### config.mk
export PLATFORM = sky130hd
export DESIGN_NAME = weight_loader_flat
export DESIGN_NICKNAME = d
export VERILOG_FILES = /design/src/rtl/weight_loader_if.sv /design/src/rtl/weight_loader.sv /design/src/flat_wrapper.sv
export SDC_FILE = /design/constraint.sdc
export NUM_CORES = 2
export LEC_CHECK = 0
export CAP_MARGIN = 20
export CORE_UTILIZATION = 44
export CTS_BUF_LIST = sky130_fd_sc_hd__clkbuf_4 sky130_fd_sc_hd__clkbuf_8
export DETAILED_ROUTE_END_ITERATION = 12
export MAX_ROUTING_LAYER = met4
export PLACE_DENSITY_LB_ADDON = 0.25
export SYNTH_ARGS = -nofsm -noshare
export SYNTH_HDL_FRONTEND = slang
export SYNTH_SLANG_ARGS = --single-unit
### constraint.sdc
create_clock -name clk -period 4.9 [get_ports clk]
set_clock_uncertainty 0.15 [all_clocks]
set_input_delay 0.735 -clock clk [delete_from_list [all_inputs] [get_ports clk]]
set_output_delay 0.735 -clock clk [all_outputs]
set_load 0.01 [all_outputs]
### src/rtl/weight_loader_if.sv
// Stream and row-write bus between the weight source, weight_loader and the
// weight_reg array.
interface weight_loader_if #(
    parameter int WEIGHT_BW = 8,
    parameter int ROWS      = 64,
    parameter int COLS      = 64
) ();
    logic                          start;
    logic                          s_valid;
    logic signed [WEIGHT_BW-1:0]   s_data;
    logic                          s_ready;
    logic [COLS*WEIGHT_BW-1:0]     W;
    logic [ROWS-1:0]               we_rl;
    logic                          busy;
    logic                          done;

    modport master (
        output start, s_valid, s_data,
        input  s_ready, W, we_rl, busy, done
    );

    modport slave (
        input  start, s_valid, s_data,
        output s_ready, W, we_rl, busy, done
    );
endinterface

### src/rtl/weight_loader.sv
// Packs a serial signed weight stream into COLS-wide row words and strobes
// each of the ROWS weight_reg rows once per start command.
module weight_loader #(
    parameter int WEIGHT_BW = 8,
    parameter int ROWS      = 64,
    parameter int COLS      = 64
) (
    input  logic          clk,
    input  logic          rstn,
    weight_loader_if.slave bus
);
    localparam int CW = (COLS > 1) ? $clog2(COLS) : 1;
    localparam int RW = (ROWS > 1) ? $clog2(ROWS) : 1;
    localparam logic [CW-1:0] COL_LAST = CW'(COLS - 1);
    localparam logic [RW-1:0] ROW_LAST = RW'(ROWS - 1);

    typedef enum logic [1:0] {
        IDLE  = 2'd0,
        FILL  = 2'd1,
        WRITE = 2'd2,
        DONE  = 2'd3
    } state_t;

    state_t                     state;
    logic [CW-1:0]              col;
    logic [RW-1:0]              row;
    logic [COLS*WEIGHT_BW-1:0]  buffer;
    logic [COLS*WEIGHT_BW-1:0]  row_word;
    logic [COLS*WEIGHT_BW-1:0]  w_q;
    logic [ROWS-1:0]            we_rl_q;
    logic                       s_ready_q;
    logic                       busy_q;
    logic                       done_q;
    logic                       accept;
    int unsigned                col_base;

    // Buffer with the beat currently on the stream merged into its column slot;
    // this is the full row word when the last beat of a row is accepted.
    always_comb begin
        col_base = 32'(col) * WEIGHT_BW;
        row_word = buffer;
        row_word[col_base +: WEIGHT_BW] = bus.s_data;
    end

    assign accept = bus.s_valid && s_ready_q;

    always_ff @(posedge clk or negedge rstn) begin
        if (!rstn) begin
            state     <= IDLE;
            col       <= '0;
            row       <= '0;
            buffer    <= '0;
            w_q       <= '0;
            we_rl_q   <= '0;
            s_ready_q <= 1'b0;
            busy_q    <= 1'b0;
            done_q    <= 1'b0;
        end else begin
            case (state)
                IDLE: begin
                    if (bus.start) begin
                        state     <= FILL;
                        row       <= '0;
                        col       <= '0;
                        s_ready_q <= 1'b1;
                        busy_q    <= 1'b1;
                    end
                end
                FILL: begin
                    if (accept) begin
                        buffer <= row_word;
                        if (col == COL_LAST) begin
                            col       <= '0;
                            state     <= WRITE;
                            s_ready_q <= 1'b0;
                            w_q       <= row_word;
                            we_rl_q   <= ROWS'(1) << row;
                        end else begin
                            col <= col + CW'(1);
                        end
                    end
                end
                WRITE: begin
                    we_rl_q <= '0;
                    if (row == ROW_LAST) begin
                        state  <= DONE;
                        done_q <= 1'b1;
                    end else begin
                        row       <= row + RW'(1);
                        state     <= FILL;
                        s_ready_q <= 1'b1;
                    end
                end
                DONE: begin
                    done_q <= 1'b0;
                    busy_q <= 1'b0;
                    state  <= IDLE;
                end
                default: state <= IDLE;
            endcase
        end
    end

    assign bus.s_ready = s_ready_q;
    assign bus.W       = w_q;
    assign bus.we_rl   = we_rl_q;
    assign bus.busy    = busy_q;
    assign bus.done    = done_q;

    // Structural invariants of the registered outputs.
    we_onehot: assert property (@(posedge clk) disable iff (!rstn) $onehot0(we_rl_q));
    we_in_write: assert property (@(posedge clk) disable iff (!rstn)
        (we_rl_q != '0) == (state == WRITE));
    done_in_done: assert property (@(posedge clk) disable iff (!rstn)
        done_q == (state == DONE));
    busy_not_idle: assert property (@(posedge clk) disable iff (!rstn)
        busy_q == (state != IDLE));
endmodule

### src/flat_wrapper.sv
// flat-port wrapper written by rule: the top's interface ports become plain ports
module weight_loader_flat 
#(
    parameter int WEIGHT_BW = 8,
    parameter int ROWS      = 64,
    parameter int COLS      = 64
)
  (clk, rstn, bus_start, bus_s_valid, bus_s_data, bus_s_ready, bus_W, bus_we_rl, bus_busy, bus_done);
  weight_loader_if #(.WEIGHT_BW(WEIGHT_BW), .ROWS(ROWS), .COLS(COLS)) bus_i ();
  input  logic clk;
  input  logic rstn;
  input wire logic [$bits(bus_i.start)-1:0] bus_start;
  input wire logic [$bits(bus_i.s_valid)-1:0] bus_s_valid;
  input wire logic [$bits(bus_i.s_data)-1:0] bus_s_data;
  output wire logic [$bits(bus_i.s_ready)-1:0] bus_s_ready;
  output wire logic [$bits(bus_i.W)-1:0] bus_W;
  output wire logic [$bits(bus_i.we_rl)-1:0] bus_we_rl;
  output wire logic [$bits(bus_i.busy)-1:0] bus_busy;
  output wire logic [$bits(bus_i.done)-1:0] bus_done;
  assign bus_i.start = bus_start;
  assign bus_i.s_valid = bus_s_valid;
  assign bus_i.s_data = bus_s_data;
  assign bus_s_ready = bus_i.s_ready;
  assign bus_W = bus_i.W;
  assign bus_we_rl = bus_i.we_rl;
  assign bus_busy = bus_i.busy;
  assign bus_done = bus_i.done;
  weight_loader #(.WEIGHT_BW(WEIGHT_BW), .ROWS(ROWS), .COLS(COLS)) u_core (.clk(clk), .rstn(rstn), .bus(bus_i));
endmodule
==> images/placement.png <==
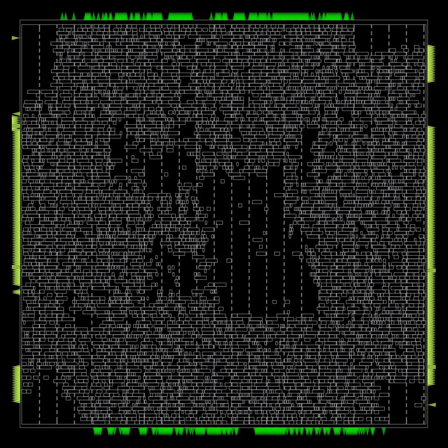
Layout Utilization: 56.0%
fillers: 8806

==> images/wires.png <==
Scale: 1 px per um. Only two layers are drawn.
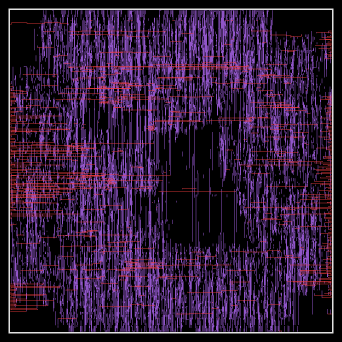
legend:
  purple:
    layer: metal 2
    wire_length: 64.6 mm
  red:
    layer: metal 3
    wire_length: 9890 um
via count: 33500
routed wire length: 139 mm
GRT Util Overall: 27.7%
drt wl/cell: 22.2 um

==> images/detail.png <==
Window x 146 to 176, y 146 to 176 um. Cells in gray, sequential cells in the stronger gray; small squares are vias.
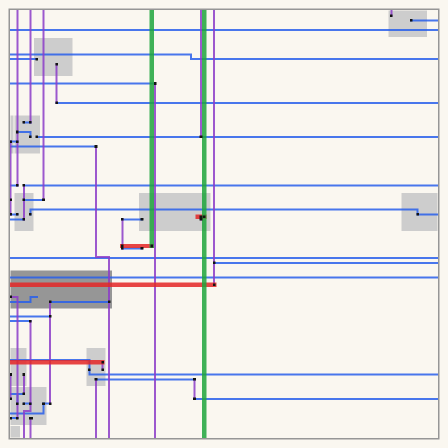
legend:
  purple:
    layer: metal 2
  red:
    layer: metal 3
  blue:
    layer: metal 1
  green:
    layer: metal 4
sequential cells in the window: 1
most frequent: buf_4 (2)
cells with their middle in the window: 9
netlist names of flops here include: u_core.col (1)

==> images/metal_density.png <==
The die is cut into 32 by 32 equal tiles; dark purple is low, yellow is high, scaled to the fullest tile. Values are wire area over tile area, all layers added.
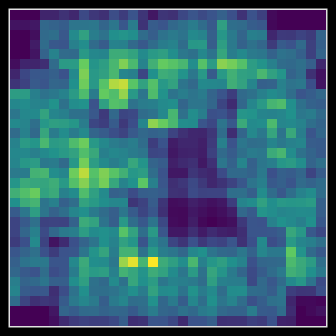
tiles over half the peak: 21%
mean over tiles: 0.22
nearly empty tiles: 3.2%

==> results.cfg <==
; yosys + openroad results
[run_status]
status = finished, final reports clean

[logic_synthesis]
synthMuxAreaShare_pct = 12.4
edf_count = 0
synth_cell_types = 68
ys_async_sr_fraction_pct = 100
ys_area_um2 = 45000
avgSynthCellArea_um2 = 10.8
topCombFamilyByArea = simple AND/OR/NAND/NOR gates
ff_type = dfrtp_1
top_cell_area_share_pct = 61.4
ys_seq_share_pct = 61.4
common_cells = nand2_1, dfrtp_1, o21ai_0
synthTopCellsByArea = dfrtp_1, nand2_1, mux2_2
top_cell = nand2_1
syn_area_um2 = 45000
synthSimpleGateAreaFrac_pct = 16.0
adder_share_pct = 0.250

[setup_path]
reg2reg_depth = 8
critPathBufInv = 2
reg2reg_from = u_core.col[0]$_DFFE_PN0P_
required_ps = 5470
worst_r2r_endpoint = u_core.buffer[97]$_DFFE_PN0P_
start_kind = flip-flop
crit_arrival_ps = 4970
critPathCapture = u_core.buffer[97]$_DFFE_PN0P_
crit_chain = buf_4 > inv_1 > ha_1 > nor3b_4 > xnor2_1 > and2_1 > and4_1 > mux2_2
path_max_fanout = 11

[power]
comb_power_share_pct = 16.9
top_power_group = registers
p_seq_share_pct = 44.3
ir_drop_v = 0.000279
finalPower_mw = 21.8
comb_power_mw = 3.68
power_density_nw_per_um2 = 387
clkPwrFrac_pct = 38.8

[global_route]
antenna_found_initial = 5
grt_pass1_wl_mm = 211
overflow = 0
met3_usage_pct = 6.45
grt_use_met1_pct = 37.0
grt_pass1_vias = 33400

[final_layout]
seqCellArea_um2 = 27700
logic_gate_count = 2783
fin_area_um2 = 56400
stdcell_count = 6276
comb_share_pct = 29.0
clkbuf_count = 297
seq_share_pct = 49.0
nonClkBufAreaFrac_pct = 11.9
lay_top_count = nand2_1
dominant_cells = flip-flops and latches

[sta]
totalNegativeSetupSlack_ps = 0
setup_ws_ps = 490
slew_violations = 0
worst_pin_slew_ps = 1140
grt_setup_unrepaired = false
fmax_mhz = 227
hold_viol = 0
whs_ps = 265
setup-violations-final = 0

[clock_tree]
cts.clk_slew.worst_paths_ps = 60
cts_tree = yes
cts_hold_buf = 1
cts.htree.levels = 4
numCtsBuffers = 181
root_buffer = clkbuf_8

[placed_design]
io_buffers = 590
place_congestion = 0.849
place_area_um2 = 52500
pre_cts_ws_ps = 464

[flow_run]
drv_cap = 0

[routing]
firstDrtPassIters = 5
drc = 0
drt_iter0_markers = 2812
wl_met1_mm = 61.1
met2_length_mm = 64.6

[die]
io_pins = 591
initial_core_util_pct = 44.7
tapCellCount = 1357
die_y_um = 322
rows = 116

[hold_path]
holdPathStages = 3
min_from = bus_s_data[5]
